--- src/rtl/nn_seq_pkg.sv ---
// Shared definitions for the neural-network sequencer: FSM state encoding,
// neuron index width and the largest supported hidden-layer size.
package nn_seq_pkg;

  // Neuron index width; also the width of the SELCoeffX / SELCoeffY selects.
  localparam int IDX_W       = 4;

  // Largest number of hidden neurons the index and datapath coefficient
  // banks can address.
  localparam int MAX_NEURONS = 10;

  // One state per datapath phase of a run.
  typedef enum logic [2:0] {
    IDLE   = 3'd0,
    LOAD   = 3'd1,
    MULX   = 3'd2,
    ACT    = 3'd3,
    MULY   = 3'd4,
    OFFSET = 3'd5,
    DONE   = 3'd6
  } state_t;

endpackage

--- src/rtl/nn_sequence_ctrl.sv ---
// Sequencer for the single-input, single-output neural-network ALU datapath.
// One run per accepted Start: coefficient load, then for every hidden neuron
// X-multiply / activation / Y-multiply-and-accumulate, then the output offset
// add. Drives every datapath enable and select as a Moore decode of the state
// and the neuron index, and owns the accumulator and result registers.
//
// Build option NN_SEQ_ERR_HALT_EN: when defined, an ErrorIn seen during a
// neuron phase (MULX, ACT, MULY) abandons the run and jumps straight to DONE,
// leaving Result untouched. When undefined the run always completes and the
// error is only recorded in ErrorOut.
module nn_sequence_ctrl
  import nn_seq_pkg::*;
#(
  parameter int Width   = 32,
  parameter int Neurons = 10
) (
  input  logic             CLK,
  input  logic             reset,
  input  logic             Start,
  input  logic [Width-1:0] DataIn,
  input  logic [Width-1:0] SumIn,
  input  logic             ErrorIn,
  output logic [Width-1:0] InDato,
  output logic [Width-1:0] Acumulador,
  output logic             EnableLoadCoeff,
  output logic             EnableMulX,
  output logic             EnableRegOutMultCoeffX,
  output logic             EnableFuctAct,
  output logic             EnableRegActFunc,
  output logic             EnableMulY,
  output logic             EnableRegDesplazamiento,
  output logic             EnableSum,
  output logic [IDX_W-1:0] SELCoeffX,
  output logic [IDX_W-1:0] SELCoeffY,
  output logic             SELOffset,
  output logic             Busy,
  output logic             Done,
  output logic [Width-1:0] Result,
  output logic             ErrorOut
);

  // Reject hidden-layer sizes the index cannot walk.
  if (Neurons < 1 || Neurons > MAX_NEURONS) begin : g_bad_neurons
    $error("nn_sequence_ctrl: Neurons must be in 1..%0d", MAX_NEURONS);
  end

  localparam logic [IDX_W-1:0] LAST_IDX = IDX_W'(Neurons - 1);

  state_t           state;
  state_t           state_next;
  logic [IDX_W-1:0] idx;
  logic             last_neuron;

  assign last_neuron = (idx == LAST_IDX);

  // State register with synchronous reset.
  // NOTE: flops are written with <= so every register samples pre-edge values;
  // a blocking = here would let later statements see the updated state.
  always_ff @(posedge CLK) begin
    if (reset) state <= IDLE;
    else       state <= state_next;
  end

  // Next-state decode; the halt build short-circuits neuron phases to DONE.
  // NOTE: state_next gets a default before the case so no path leaves it
  // unassigned, which would otherwise infer a latch.
  always_comb begin
    state_next = state;
    unique case (state)
      IDLE:    if (Start) state_next = LOAD;
      LOAD:    state_next = MULX;
      MULX:    state_next = ACT;
      ACT:     state_next = MULY;
      MULY:    state_next = last_neuron ? OFFSET : MULX;
      OFFSET:  state_next = DONE;
      DONE:    state_next = IDLE;
      default: state_next = IDLE;
    endcase
`ifdef NN_SEQ_ERR_HALT_EN
    if (ErrorIn && (state == MULX || state == ACT || state == MULY))
      state_next = DONE;
`endif
  end

  // Run registers: sample capture, neuron index, accumulator, result and the
  // sticky error flag. Start while busy is simply not looked at.
  always_ff @(posedge CLK) begin
    if (reset) begin
      InDato     <= '0;
      idx        <= '0;
      Acumulador <= '0;
      Result     <= '0;
      ErrorOut   <= 1'b0;
    end else if (state == IDLE) begin
      if (Start) begin
        InDato     <= DataIn;
        idx        <= '0;
        Acumulador <= '0;
        ErrorOut   <= 1'b0;
      end
    end else begin
      ErrorOut <= ErrorOut | ErrorIn;
      if (state == MULY) begin
        Acumulador <= SumIn;
        if (!last_neuron) idx <= idx + IDX_W'(1);
      end
      if (state == OFFSET) Result <= SumIn;
    end
  end

  // Selects track the neuron index at all times so they only move on
  // neuron transitions.
  assign SELCoeffX = idx;
  assign SELCoeffY = idx;

  // Moore decode of datapath enables and handshake outputs.
  always_comb begin
    EnableLoadCoeff         = 1'b0;
    EnableMulX              = 1'b0;
    EnableRegOutMultCoeffX  = 1'b0;
    EnableFuctAct           = 1'b0;
    EnableRegActFunc        = 1'b0;
    EnableMulY              = 1'b0;
    EnableRegDesplazamiento = 1'b0;
    EnableSum               = 1'b0;
    SELOffset               = 1'b0;
    Busy                    = (state != IDLE);
    Done                    = 1'b0;
    unique case (state)
      LOAD: EnableLoadCoeff = 1'b1;
      MULX: begin
        EnableMulX             = 1'b1;
        EnableRegOutMultCoeffX = 1'b1;
      end
      ACT: begin
        EnableFuctAct    = 1'b1;
        EnableRegActFunc = 1'b1;
      end
      MULY: begin
        EnableMulY              = 1'b1;
        EnableRegDesplazamiento = 1'b1;
        EnableSum               = 1'b1;
      end
      OFFSET: begin
        EnableSum = 1'b1;
        SELOffset = 1'b1;
      end
      DONE:    Done = 1'b1;
      default: ;
    endcase
  end

endmodule
--- config.mk ---
export PLATFORM = sky130hd
export DESIGN_NAME = nn_sequence_ctrl
export DESIGN_NICKNAME = d
export VERILOG_FILES = /design/src/rtl/nn_seq_pkg.sv /design/src/rtl/nn_sequence_ctrl.sv
export SDC_FILE = /design/constraint.sdc
export NUM_CORES = 1
export LEC_CHECK = 0
export CORE_MARGIN = 3
export CORE_UTILIZATION = 39
export CTS_BUF_LIST = sky130_fd_sc_hd__clkbuf_2
export CTS_CLUSTER_DIAMETER = 120
export DETAILED_ROUTE_END_ITERATION = 8
export PLACE_DENSITY = 0.78
export RECOVER_POWER = 100
export SYNTH_ARGS = -nofsm -noshare
export SYNTH_HDL_FRONTEND = slang
export SYNTH_SLANG_ARGS = --single-unit
--- constraint.sdc ---
create_clock -name CLK -period 2.13 [get_ports CLK]
set_clock_uncertainty 0.05 [all_clocks]
set_input_delay 0.3195 -clock CLK [delete_from_list [all_inputs] [get_ports CLK]]
set_output_delay 0.3195 -clock CLK [all_outputs]
set_load 0.02 [all_outputs]
Fig. 1: run 1, power grid
Scale bar: 20 um. Pins as bars on the die edge. Tap cells in gray.
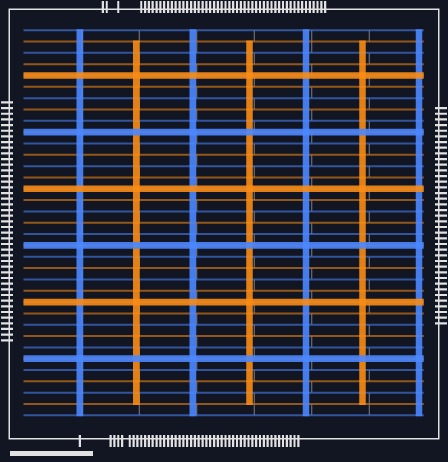
| color | net |
|---|---|
| blue | VSS |
| orange | VDD |
met1 rails: 35
tap cells: 108
met4 straps: 7
Peak VDD IR: 291.0 uV
die boundary width: 102.8 um
die boundary height: 102.8 um
total core area: 8891 um2

Fig. 2: run 1, placed cells, one color a class
Scale bar: 20 um.
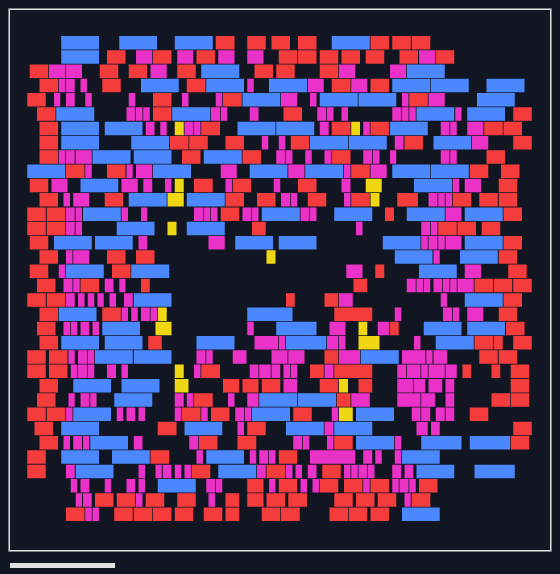
| color | class | cells | share of their area |
|---|---|---|---|
| magenta | remaining logic cells | 272 | 25% |
| yellow | clock drivers and dummy loads | 16 | 1.9% |
| red | remaining buffers and delay cells | 197 | 35% |
| blue | registers | 104 | 38% |
final core utilization: 63.71%
Row Count: 34
final design area excluding fillers: 5664 um2

==> Implementation_results.wiki, run 1 <==
=== Physical design figures ===
{| class="wikitable"
! Metric !! Value
|-
| Crit path launch type || flip-flop
|-
| Area share of the largest cell type after synthesis || 57.01%
|-
| Leftover overflow at the end of global routing || 0
|-
| Fraction of layout cells with a size suffix above 1 || 8.659%
|-
| Max Used Layer || met4
|-
| Data required time of the critical path || roughly 1.8 ns
|-
| DR pass1 iterations || 5
|-
| Vias in the first global route || 3373
|-
| Final Hold Viols || 0
|-
| XOR/XNOR Fraction of Synth Area || 0%
|-
| Num Clock Sinks || 104
|-
| Part of the power in registers || roughly three fifths
|-
| Global placement routability congestion || 0.7605
|-
| I/O pin count || 184
|-
| Hold Path Stages || 2
|-
| Maximum fanout encountered on the critical timing path || 6
|-
| Average wire per standard cell || about 15 um
|-
| Fraction of the yosys area taken by sequential cells || 57.01%
|-
| Critical path depth || 3
|-
| # resized after CTS || 34
|-
| Tool warnings || 27
|-
| Detailed-routing wirelength on met1 || roughly 4400 um
|-
| Synthesized-area fraction occupied by and/or/nand/nor cells || 17.88%
|-
| Gate count after technology mapping || 414
|-
| Largest net degree at the start of global routing || 37
|-
| Wire length of the first global-routing pass || between 15000 and 20000 um
|-
| Post-CTS Setup Bufs || 1
|-
| Largest cells by area after synthesis || dfxtp_1, nand2_1, a21oi_1
|-
| Synth-to-layout area growth || 55.09%
|-
| Number of enable-type register cells in the synthesized netlist || 0
|-
| PnR Total Power || between 0.003 and 0.004 W
|-
| Clk buf depth || 2
|-
| Clock root buffer || clkbuf_2
|-
| CTS clock-pin slew for the worst setup and hold paths || roughly 0.31 ns
|-
| Synthesized area || 3652 um2
|-
| Global Route Usage Sum || 19.31%
|-
| CP max-delay cell || dfxtp_4
|-
| Post-synth top area cell || dfxtp_1
|-
| Post-synthesis share of cell area spent on and-or and or-and gates || 18.71%
|-
| Setup Viol. Count Final || 0
|-
| Slew HR || 53.83%
|-
| Detailed placer's ending HPWL || 7691 um
|-
| Post-synthesis async set-or-reset flop share || 0%
|-
| Initial Util || 41.08%
|-
| Internal Dissipation || 0.002464 W
|-
| Met2 wire len || 5194 um
|-
| Most common logic cells in the final layout || nand2_1, dfxtp_1, dlygate4sd3_1
|-
| Sw Pwr || 0.0009809 W
|-
| Proportion of total power due to net switching || ~28%
|-
| Number of slew-limit violations in the final report || 0
|-
| Register bit count reported by yosys || 104
|-
| Maximum frequency from static timing analysis || 494.3 MHz
|-
| Cycle use final || 94.98%
|-
| Buffers and inverters on the worst path || 2
|-
| TritonCTS clock tree || built
|-
| Post-route setup TNS || 0 ns
|-
| Register-to-Register Path Depth || 5
|-
| Routed wire length || roughly 11000 um
|-
| I/O Buffers || 183
|-
| Run status || complete, no violations
|-
| DRC viols || 0
|-
| Final #Nets || 654
|-
| Worst path arrival time || 1.65 ns
|-
| Total cells reported by yosys after synthesis || 414
|-
| Antenna-violating nets left || 0
|-
| Final critical-path required period || 2.023 ns
|-
| Routed vias/inst || 4.997
|-
| Area of the chip || 10560 um2
|-
| Main kind of combinational logic by area || AND-OR/OR-AND gates
|-
| Slew at the pin closest to its max-slew limit || 0.6925 ns
|-
| TritonCTS Buffers || 9
|-
| DR WL met3 || around 660 um
|-
| Ys flop type || dfxtp_1
|-
| Crit. End Element || primary output
|-
| Top cells by instance count after synthesis || nand2_1, dfxtp_1, a21oi_1, a22o_1, clkbuf_1
|-
| Number of unique standard cell types used by synthesis || 29
|-
| Ys Warns || 0
|-
| Power density over cell area || 608.2 nW/um2
|-
| Path class of the lowest-slack min-delay path || in -> reg
|-
| Post-Syn Area per Cell || 8.822 um2
|-
| Crit path max-delay family || flip-flops
|-
| Library cell with the highest instance count after synthesis || nand2_1
|-
| Number of antenna violations at the first check in global routing || 1
|-
| Max-Cap Viols || 0
|-
| Net count of the mapped netlist || 484
|-
| Largest stage delay on the critical path || 0.43 ns
|-
| Leakage power of the design || 2.370 nW
|-
| Drt initial violations || approximately 130
|-
| Post-CTS Hold Fix Bufs || 0
|-
| Chip area line of the yosys report || 3652 um2
|-
| CTS H-tree depth || 3
|-
| Proportion of synthesized area in mux cells || 0%
|-
| Share of total power in combinational logic || 16.5%
|-
| Fraction of the mapped netlist area in adder cells || less than 1%
|-
| Most used logic cell in the final layout || nand2_1
|-
| Series of cell instances along the critical path || clkbuf_2, or3_4, buf_2
|-
| RSZ-0062 raised after global routing || no
|-
| Vias after detailed routing || roughly 3500
|-
| Type of the worst setup path || reg -> out
|}
Fig. 3: run 1, clock network drawn from the DEF
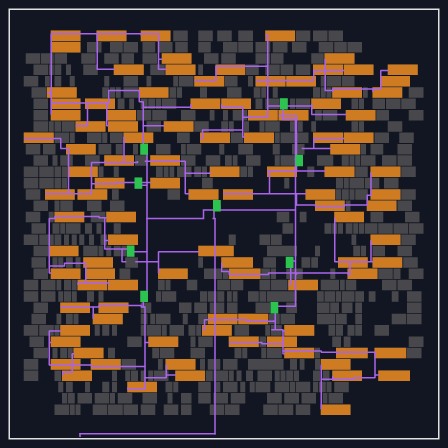
[green] clock-net drivers | count: 9
[purple] clock wires | length: 1090 um
[orange] flip-flops | count: 104
flops lie: widely spread
routed clock nets: 10
later-pin clock latency in the skew report: 0.51 ns
Clock group: 0.000827 W
Clk pwr share: 24.0%

==> run 1: sequential cells by signal, indices dropped and copies added (netlist names) <==
register,cells
ErrorOut,1
SELCoeffX,4
Acumulador,32
InDato,32
Result,32
state,3
==> run 1: through the flow <==
stage	std cells	instance area [um2]	setup WS (ns)	hold slack [ns]
2_1_floorplan	414	3652	0.2495	0.3952
3_3_place_gp	680	5590	0.1419	0.3916
3_5_place_dp	680	5590	0.1065	0.3958
4_1_cts	697	5683	0.02361	0.03644
5_1_grt	698	5664	0.007977	0.03338
6_report	698	5664	0.1070	0.07354
==> run 1: per-layer routing <==
| layer | vias to the layer above | global-route usage, % |
|---|---|---|
| li1 | 1732 | - |
| met1 | 1623 | 24.46 |
| met2 | 114 | 31.68 |
| met3 | 19 | 3.992 |
| met4 | 0 | 8.865 |
| met5 | - | 0 |
==> run 1: power by group through the flow <==
stage	clock [W]	sequential, W	combinational (W)
final	0.000827	0.00205	0.000567
after global routing	0.000928	0.00206	0.000611
after CTS	0.000863	0.00205	0.000597
after detailed placement	0	0.00209	0.000601
after global placement	0	0.00208	0.000593
after floorplan	0	0.00215	0.000197
==> run 1: cell type report <==
type | count | area, um2
sequential | 104 | 2092
fill | 765 | 3227
antenna | 1 | 2.502
inverter | 6 | 22.52
multi-input combinational | 266 | 1386
clock inverter | 6 | 52.55
tap | 108 | 135.1
clock buffer | 10 | 50.05
timing repair buffer | 197 | 1923
==> run 1: path summary, 6_finish.rpt <==
| check | slack, ns | from | endpoint |
|---|---|---|---|
| hold / removal | 0.07 | reset | Result[29] |
| setup reg to reg | 0.15 | state[2] | InDato[23] |
| hold reg to reg | 0.42 | Result[27] | Result[27] |
| setup / recovery | 0.11 | state[2] | Busy |
## Run 2: what changed since run 1
--- a/config.mk
+++ b/config.mk
@@ -10,6 +10,7 @@
 export CTS_BUF_LIST = sky130_fd_sc_hd__clkbuf_2
 export CTS_CLUSTER_DIAMETER = 120
 export DETAILED_ROUTE_END_ITERATION = 8
+export GPL_ROUTABILITY_DRIVEN = 0
 export PLACE_DENSITY = 0.78
 export RECOVER_POWER = 100
 export SYNTH_ARGS = -nofsm -noshare
Fig. 4: run 2, clock network drawn from the DEF
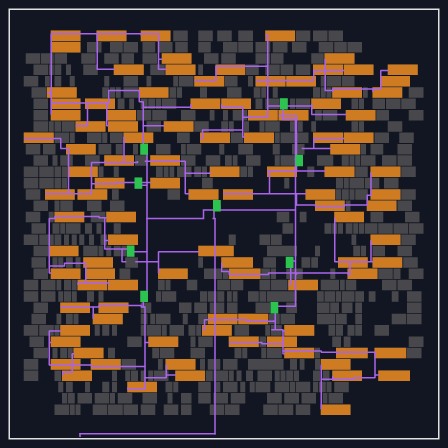
[purple] clock wires | length: 1090 um
[green] clock-net drivers | count: 9
[orange] flip-flops | count: 104
routed clock nets: 10
flops lie: widely spread

==> run 2 against run 1 <==
Cell count unchanged. Non-clock buffer count unchanged. Synthesized area unchanged. Sequential power about the same. Critical path type unchanged. Count of clock-buffer cells in the layout unchanged. Register-to-register slack about the same. Combinational power about the same. Utilization unchanged. First-iteration DRC count unchanged.
==> Implementation_results.wiki, run 2 <==
=== Physical design figures ===
{| class="wikitable"
! Metric !! Value
|-
| Run status || complete, no violations
|-
| Largest stage delay on the critical path || 0.43 ns (about the same)
|-
| RSZ-0062 raised after global routing || no
|-
| Final #Nets || 654 (unchanged)
|-
| Later-pin clock latency in the skew report || 0.51 ns (about the same)
|-
| Slew HR || 53.83% (unchanged)
|-
| Number of enable-type register cells in the synthesized netlist || 0 (unchanged)
|-
| Worst Setup Slack, final || 0.1070 ns (unchanged)
|-
| Crit path max-delay family || flip-flops
|-
| Synth-to-layout area growth || 55.09% (unchanged)
|-
| Ys flop type || dfxtp_1
|-
| Flip-flop and latch power || 0.00205 W (about the same)
|-
| CTS H-tree depth || 3 (unchanged)
|-
| Clock group || 0.000827 W (about the same)
|-
| Detailed-routing wirelength on met1 || 4398 um (unchanged)
|-
| Library cell with the highest instance count after synthesis || nand2_1
|-
| Number of fillers in the final layout || 765 (unchanged)
|-
| Setup Viol. Count Final || 0 (unchanged)
|-
| CTS clock-pin slew for the worst setup and hold paths || 0.31 ns (about the same)
|-
| Buffers and inverters on the worst path || 2 (unchanged)
|-
| Ys Warns || 0 (unchanged)
|-
| Number of antenna violations at the first check in global routing || 1 (unchanged)
|-
| CP max-delay cell || dfxtp_4
|-
| Path class of the lowest-slack min-delay path || in -> reg
|-
| Most used logic cell in the final layout || nand2_1
|-
| Initial Util || 41.08% (unchanged)
|-
| Number of slew-limit violations in the final report || 0 (unchanged)
|-
| Met2 wire len || 5194 um (unchanged)
|-
| Proportion of total power due to net switching || 28.48% (unchanged)
|-
| Maximum fanout encountered on the critical timing path || 6 (unchanged)
|-
| Routed vias/inst || 4.997 (unchanged)
|-
| Final critical-path required period || 2.023 ns (unchanged)
|-
| Post-Syn Area per Cell || 8.822 um2 (unchanged)
|-
| Critical Path End || Busy
|-
| Power density over cell area || 608.2 nW/um2 (unchanged)
|-
| PnR Total Power || 0.003445 W (unchanged)
|-
| Net count of the mapped netlist || 484 (unchanged)
|-
| Top cells by instance count after synthesis || nand2_1, dfxtp_1, a21oi_1, a22o_1, clkbuf_1
|-
| Num Clock Sinks || 104 (unchanged)
|-
| Vias after detailed routing || 3488 (unchanged)
|-
| Cycle use final || 94.98% (unchanged)
|-
| Post-route setup TNS || 0 ns (unchanged)
|-
| Max Used Layer || met4
|-
| I/O Buffers || 183 (unchanged)
|-
| Largest cells by area after synthesis || dfxtp_1, nand2_1, a21oi_1
|-
| Clock root buffer || clkbuf_2
|-
| Vias in the first global route || 3373 (unchanged)
|-
| Type of the worst setup path || reg -> out
|-
| Maximum frequency from static timing analysis || 494.3 MHz (unchanged)
|-
| Row Count || 34 (unchanged)
|-
| Beginning of the worst register-to-register path || state[2]
|-
| Fraction of layout cells with a size suffix above 1 || 8.659% (unchanged)
|-
| Share of total power in combinational logic || 16.5% (about the same)
|-
| Leading registers by flop count || Acumulador x32, InDato x32, Result x32
|-
| Part of the power in registers || 59.5% (about the same)
|-
| Peak VDD IR || 291.0 uV (unchanged)
|-
| Power group with the highest consumption || registers
|-
| Die boundary width || 102.8 um (unchanged)
|-
| Number of unique standard cell types used by synthesis || 29 (unchanged)
|-
| Total cells reported by yosys after synthesis || 414 (unchanged)
|-
| Wire length of the first global-routing pass || 16130 um (unchanged)
|-
| Leakage power of the design || 2.370 nW (unchanged)
|-
| Register-to-Register Path Depth || 5 (unchanged)
|-
| Area of the chip || 10560 um2 (unchanged)
|-
| Series of cell instances along the critical path || clkbuf_2, or3_4, buf_2
|-
| Drt initial violations || 134 (unchanged)
|-
| Worst Setup SP || state[2]
|-
| DRC viols || 0 (unchanged)
|-
| Destination of the worst register-to-register timing path || InDato[23]
|-
| DR WL met3 || 658 um (unchanged)
|-
| Post-synthesis async set-or-reset flop share || 0% (unchanged)
|-
| Register bit count reported by yosys || 104 (unchanged)
|-
| Most common logic cells in the final layout || nand2_1, dfxtp_1, dlygate4sd3_1
|-
| Leftover overflow at the end of global routing || 0 (unchanged)
|-
| Global Route Usage Sum || 19.31% (unchanged)
|-
| Final Hold Viols || 0 (unchanged)
|-
| Detailed placer's ending HPWL || 7691 um (unchanged)
|-
| Final design area excluding fillers || 5664 um2 (unchanged)
|-
| Area share of the largest cell type after synthesis || 57.01% (unchanged)
|-
| Total core area || 8891 um2 (unchanged)
|-
| Synthesized area || 3652 um2 (unchanged)
|-
| Flop-to-flop setup slack || 0.15 ns (about the same)
|-
| TritonCTS Buffers || 9 (unchanged)
|-
| Slew at the pin closest to its max-slew limit || 0.6925 ns (unchanged)
|-
| DR pass1 iterations || 5 (unchanged)
|-
| Data required time of the critical path || 1.76 ns (about the same)
|-
| Average wire per standard cell || 15.05 um (unchanged)
|-
| Routed wire length || 10510 um (unchanged)
|-
| Placement-stage worst setup slack || 0.1065 ns (unchanged)
|-
| Sw Pwr || 0.0009809 W (unchanged)
|-
| Critical path depth || 3 (unchanged)
|-
| Max-Cap Viols || 0 (unchanged)
|-
| Clk buf depth || 2 (unchanged)
|-
| Worst path arrival time || 1.65 ns (about the same)
|-
| TritonCTS clock tree || built
|-
| Tool warnings || 27 (unchanged)
|-
| Largest net degree at the start of global routing || 37 (unchanged)
|-
| Placed inst area || 5590 um2 (unchanged)
|-
| Crit. End Element || primary output
|-
| Gate count after technology mapping || 414 (unchanged)
|-
| I/O pin count || 184 (unchanged)
|-
| Crit path launch type || flip-flop
|-
| Antenna-violating nets left || 0 (unchanged)
|-
| Die boundary height || 102.8 um (unchanged)
|-
| Comb group || 0.000567 W (about the same)
|-
| Internal Dissipation || 0.002464 W (unchanged)
|-
| Chip area line of the yosys report || 3652 um2 (unchanged)
|-
| Post-synth top area cell || dfxtp_1
|-
| Fraction of the yosys area taken by sequential cells || 57.01% (unchanged)
|-
| Clk pwr share || 24.0% (about the same)
|}
==> run 2: kinds of logic after synthesis <==
| group | after synthesis | share of synthesized area [%] |
|---|---|---|
| adders and majority gates | 2 | 0.6851 |
| buffers and inverters | 44 | 5.721 |
| AOI/OAI and AO/OA | 110 | 18.71 |
| and+or+nand+nor | 154 | 17.88 |
| DFF | 104 | 57.01 |
==> run 2: area by class of cell <==
cell class	count	area, um2	share of cell area [%]
flip-flops and latches	104	2092	36.93
diodes	1	2.502	0.04418
clock buffers	10	50.05	0.8836
clock inverters	6	52.55	0.9278
inverters	6	22.52	0.3976
repair buffers	197	1923	33.95
multi-input cells	266	1386	24.48
well taps	108	135.1	2.386
==> run 2: what timing repair did <==
item	CTS	global route
setup endpoints to repair	11	11
resized	34	7
hold buffers	0	0
pin swaps	0	0
setup buffers	1	0
==> run 2: routing by layer <==
metal / up-vias / track usage (%)
li1: 1732 / -
met1: 1623 / 24.46
met2: 114 / 31.68
met3: 19 / 3.992
met4: 0 / 8.865
met5: - / 0
==> run 2: metrics by stage <==
stage | utilization (%) | cells | hold WS (ns)
after global routing | 63.71 | 698 | 0.03338
after detailed placement | 62.88 | 680 | 0.3958
after global placement | 62.88 | 680 | 0.3916
after CTS | 63.92 | 697 | 0.03644
after floorplan | - | 414 | 0.3952
final | 63.71 | 698 | 0.07354
==> run 2: worst min-delay path by stage <==
| stage | cells past startpoint | from | end |
|---|---|---|---|
| 2_1_floorplan | 1 | SumIn[0] | Acumulador[0] |
| 3_3_place_gp | 2 | InDato[7] | InDato[7] |
| 3_5_place_dp | 2 | Result[0] | Result[0] |
| 4_1_cts | 2 | reset | Result[29] |
| 5_1_grt | 2 | reset | Result[29] |
| 6_report | 2 | reset | Result[29] |
Fig. 5: run 2, metal layers overlaid
Scale bar: 20 um. Only two layers are drawn.
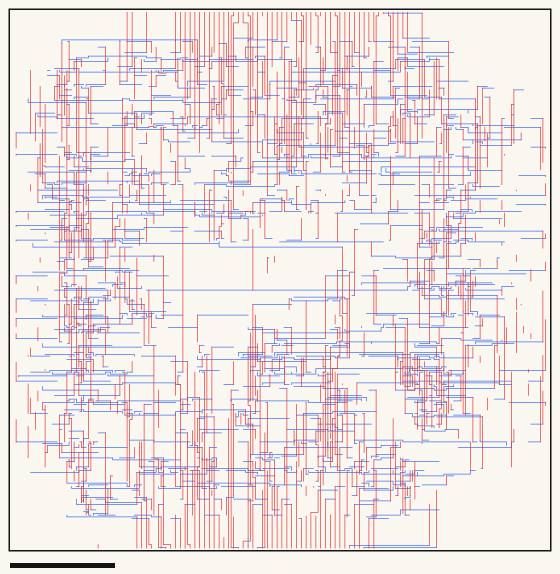

## Run 3: what changed since run 2
--- a/config.mk
+++ b/config.mk
@@ -7,12 +7,12 @@
 export LEC_CHECK = 0
 export CORE_MARGIN = 3
 export CORE_UTILIZATION = 39
-export CTS_BUF_LIST = sky130_fd_sc_hd__clkbuf_2
 export CTS_CLUSTER_DIAMETER = 120
 export DETAILED_ROUTE_END_ITERATION = 8
 export GPL_ROUTABILITY_DRIVEN = 0
 export PLACE_DENSITY = 0.78
 export RECOVER_POWER = 100
+export SKIP_CTS_REPAIR_TIMING = 1
 export SYNTH_ARGS = -nofsm -noshare
 export SYNTH_HDL_FRONTEND = slang
 export SYNTH_SLANG_ARGS = --single-unit
Fig. 6: run 3, metal layers overlaid
Scale bar: 20 um. Only two layers are drawn.
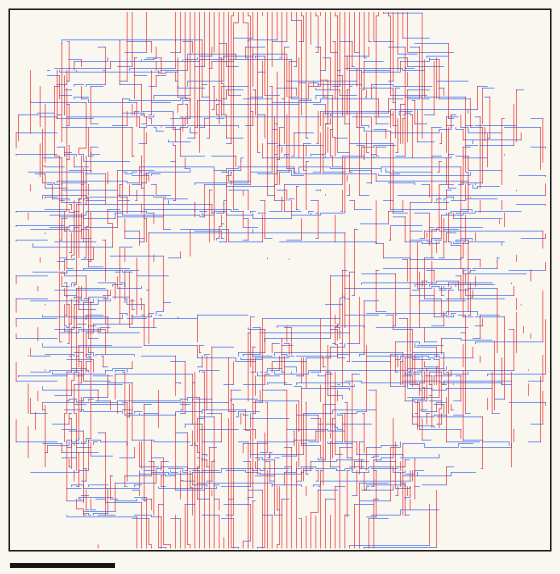
| color | layer | wire length |
|---|---|---|
| blue | M1 | 4360 um |
| red | M2 | 5150 um |
vias after detailed routing: 3479
Global Route Usage Sum: 19.25%

==> run 3 against run 2 <==
Global-route usage down 0.057 points. Sequential power about the same. First-iteration DRC count down 6.7%. Utilization grew 0.28 points. Wire length down 0.39%. Sequential cell count did not move. Design area up 0.44%. Maximum frequency is 0.40% higher. Register-to-register slack about the same. Cell count decreased by 0.29%. Synthesized area unchanged. Highest routed layer unchanged.
==> Implementation_results.wiki, run 3 <==
=== Physical design figures ===
{| class="wikitable"
! Metric !! Value
|-
| Largest stage delay on the critical path || 0.67 ns (+0.24 ns)
|-
| I/O Buffers || 183 (unchanged)
|-
| Antenna-violating nets left || 0 (unchanged)
|-
| Number of slew-limit violations in the final report || 0 (unchanged)
|-
| Combinational share of cell area || 24.19% (-0.28 points)
|-
| Synth-to-layout area growth || 55.77%
|-
| Total cells reported by yosys after synthesis || 414 (unchanged)
|-
| Largest cells by area after synthesis || dfxtp_1, nand2_1, a21oi_1
|-
| Tool warnings || 27 (unchanged)
|-
| Area of the chip || 10560 um2 (unchanged)
|-
| Maximum frequency from static timing analysis || 496.3 MHz (+0.40%)
|-
| Post-route setup TNS || 0 ns (unchanged)
|-
| Final critical-path required period || 2.015 ns (-0.008065 ns)
|-
| Inverters excl. clock || 6 (unchanged)
|-
| Peak VDD IR || 298.3 uV (+2.5%)
|-
| Wire length of the first global-routing pass || 16080 um (-0.30%)
|-
| Power density over cell area || 654.2 nW/um2 (+7.6%)
|-
| Chip area line of the yosys report || 3652 um2 (unchanged)
|-
| Area share of the largest cell type after synthesis || 57.01% (unchanged)
|-
| Placed inst area || 5590 um2 (unchanged)
|-
| Final #Nets || 653 (-0.15%)
|-
| Maximum fanout encountered on the critical timing path || 9 (+3)
|-
| Fraction of the yosys area taken by sequential cells || 57.01% (unchanged)
|-
| Ys Warns || 0 (unchanged)
|-
| Clock buffer and inverter area fraction after layout || 3.167% (+1.4 points)
|-
| Max-Cap Viols || 0 (unchanged)
|-
| Series of cell instances along the critical path || nor2b_1, clkdlybuf4s50_1
|-
| Most common logic cells in the final layout || nand2_1, dlygate4sd3_1, dfxtp_1
|-
| Ys flop type || dfxtp_1
|-
| Number of multi-input logic gates || 266 (unchanged)
|-
| Routed vias/inst || 4.999 (about the same)
|-
| I/O pin count || 184 (unchanged)
|-
| Biggest cell category by area in the final layout || sequential cells
|-
| Slew HR || 53.86% (about the same)
|-
| Final design area excluding fillers || 5689 um2 (+0.44%)
|-
| Number of antenna violations at the first check in global routing || 0 (-1)
|-
| CP max-delay cell || clkdlybuf4s50_1
|-
| # Taps || 108 (unchanged)
|-
| Vias in the first global route || 3376 (+0.089%)
|-
| Row Count || 34 (unchanged)
|-
| Gate count after technology mapping || 414 (unchanged)
|-
| Number of enable-type register cells in the synthesized netlist || 0 (unchanged)
|-
| DR pass1 iterations || 4 (-1)
|-
| Total number of sequential cells || 104 (unchanged)
|-
| Global-route met2 utilization || 31.68% (unchanged)
|-
| Setup Viol. Count Final || 0 (unchanged)
|-
| Layout clock buffer count || 10 (unchanged)
|-
| Num Clock Sinks || 104 (unchanged)
|-
| Synthesized area || 3652 um2 (unchanged)
|-
| Drt initial violations || 125 (-6.7%)
|-
| Data required time of the critical path || 1.76 ns (about the same)
|-
| Top cells by instance count after synthesis || nand2_1, dfxtp_1, a21oi_1, a22o_1, clkbuf_1
|-
| Crit path launch type || flip-flop
|-
| Proportion of final cell area spent on non-clock buffers || 33.23% (-0.72 points)
|-
| Die boundary height || 102.8 um (unchanged)
|-
| GRT Max-Usage Layer || met2
|-
| Largest net degree at the start of global routing || 37 (unchanged)
|-
| Met3 usage || 3.789% (-0.20 points)
|-
| Register bit count reported by yosys || 104 (unchanged)
|-
| PnR Total Power || 0.003722 W (+8.0%)
|-
| Number of unique standard cell types used by synthesis || 29 (unchanged)
|-
| Post-Syn Area per Cell || 8.822 um2 (unchanged)
|-
| Logic area || 1376 um2 (-0.72%)
|-
| RSZ-0062 raised after global routing || no
|-
| Run status || complete, no violations
|-
| CTS H-tree depth || 3 (unchanged)
|-
| Routed wire length || 10460 um (-0.39%)
|-
| Diodes inserted || 0 (-1)
|-
| Total core area || 8891 um2 (unchanged)
|-
| Initial Util || 41.08% (unchanged)
|-
| Post-synthesis async set-or-reset flop share || 0% (unchanged)
|-
| Crit. End Element || primary output
|-
| Detailed placer's ending HPWL || 7691 um (unchanged)
|-
| Leakage power of the design || 2.408 nW (+1.6%)
|-
| Die boundary width || 102.8 um (unchanged)
|-
| Count of plain and timing-repair buffers || 196 (-0.51%)
|-
| TritonCTS clock tree || built
|-
| Post-synth top area cell || dfxtp_1
|-
| DRC viols || 0 (unchanged)
|-
| Library cell with the highest instance count after synthesis || nand2_1
|-
| Sequential share of cell area || 36.64% (-0.29 points)
|-
| Clock root buffer || clkbuf_8
|-
| Final Hold Viols || 0 (unchanged)
|-
| Path class of the lowest-slack min-delay path || in -> reg
|-
| GR Layer Usage met1 || 24.29% (-0.17 points)
|-
| CTS clock-pin slew for the worst setup and hold paths || 0.11 ns (-0.20 ns)
|-
| Type of the worst setup path || reg -> out
|-
| Fraction of layout cells with a size suffix above 1 || 6.122% (-2.5 points)
|-
| Fin Hold WS || 0.2924 ns (+0.2188 ns)
|}
run 3: cell families after synthesis:
family / Yosys count / share of synthesized area (%)
flip-flops: 104 / 57.01
AND/OR/NAND/NOR: 154 / 17.88
adder cells (fa/ha/maj): 2 / 0.6851
AND-OR/OR-AND: 110 / 18.71
buffers and inverters: 44 / 5.721
run 3: per-stage QoR:
step	setup WS [ns]	utilization (%)	instances
6_report	0.1150	63.99	696
5_1_grt	0.01538	63.99	696
4_1_cts	-0.2695	64.90	696
3_5_place_dp	0.1065	62.88	680
3_3_place_gp	0.1419	62.88	680
2_1_floorplan	0.2495	-	414
run 3: worst max-delay path: cells and delay by family, from the launching register on:
family / cells / cell delay (ns)
buffers and inverters: 1 / 0.67
flip-flops: 1 / 0.41
AND/OR/NAND/NOR: 1 / 0.22
run 3: per-layer routing:
| metal | routed length, um | share of wire (%) | up-vias |
|---|---|---|---|
| met2 | 5146 | 49 | 122 |
| met3 | 672 | 6.4 | 21 |
| met4 | 284 | 2.7 | 0 |
| met1 | 4360 | 42 | 1604 |
| met5 | 0 | 0 | - |
| li1 | - | - | 1732 |
run 3: path summary, 6_finish.rpt:
kind | startpoint | end | slack, ns | cells after the start
worst max-delay path | state[2] | EnableSum | 0.12 | 2
worst min-delay path | reset | Result[29] | 0.29 | 2
worst max register to register | state[1] | InDato[23] | 0.14 | 5
worst min register to register | Result[27] | Result[27] | 0.41 | 2
run 3: where the power goes:
part / switching [W] / internal [W] / leakage [nW]
registers: 0.0000360 / 0.00200 / 0.844
clock network: 0.000680 / 0.000442 / 0.0850
logic: 0.000292 / 0.000267 / 1.48
total: 0.00101 / 0.00271 / 2.41
No activity file was given, so power comes from the tool's default toggle rates.
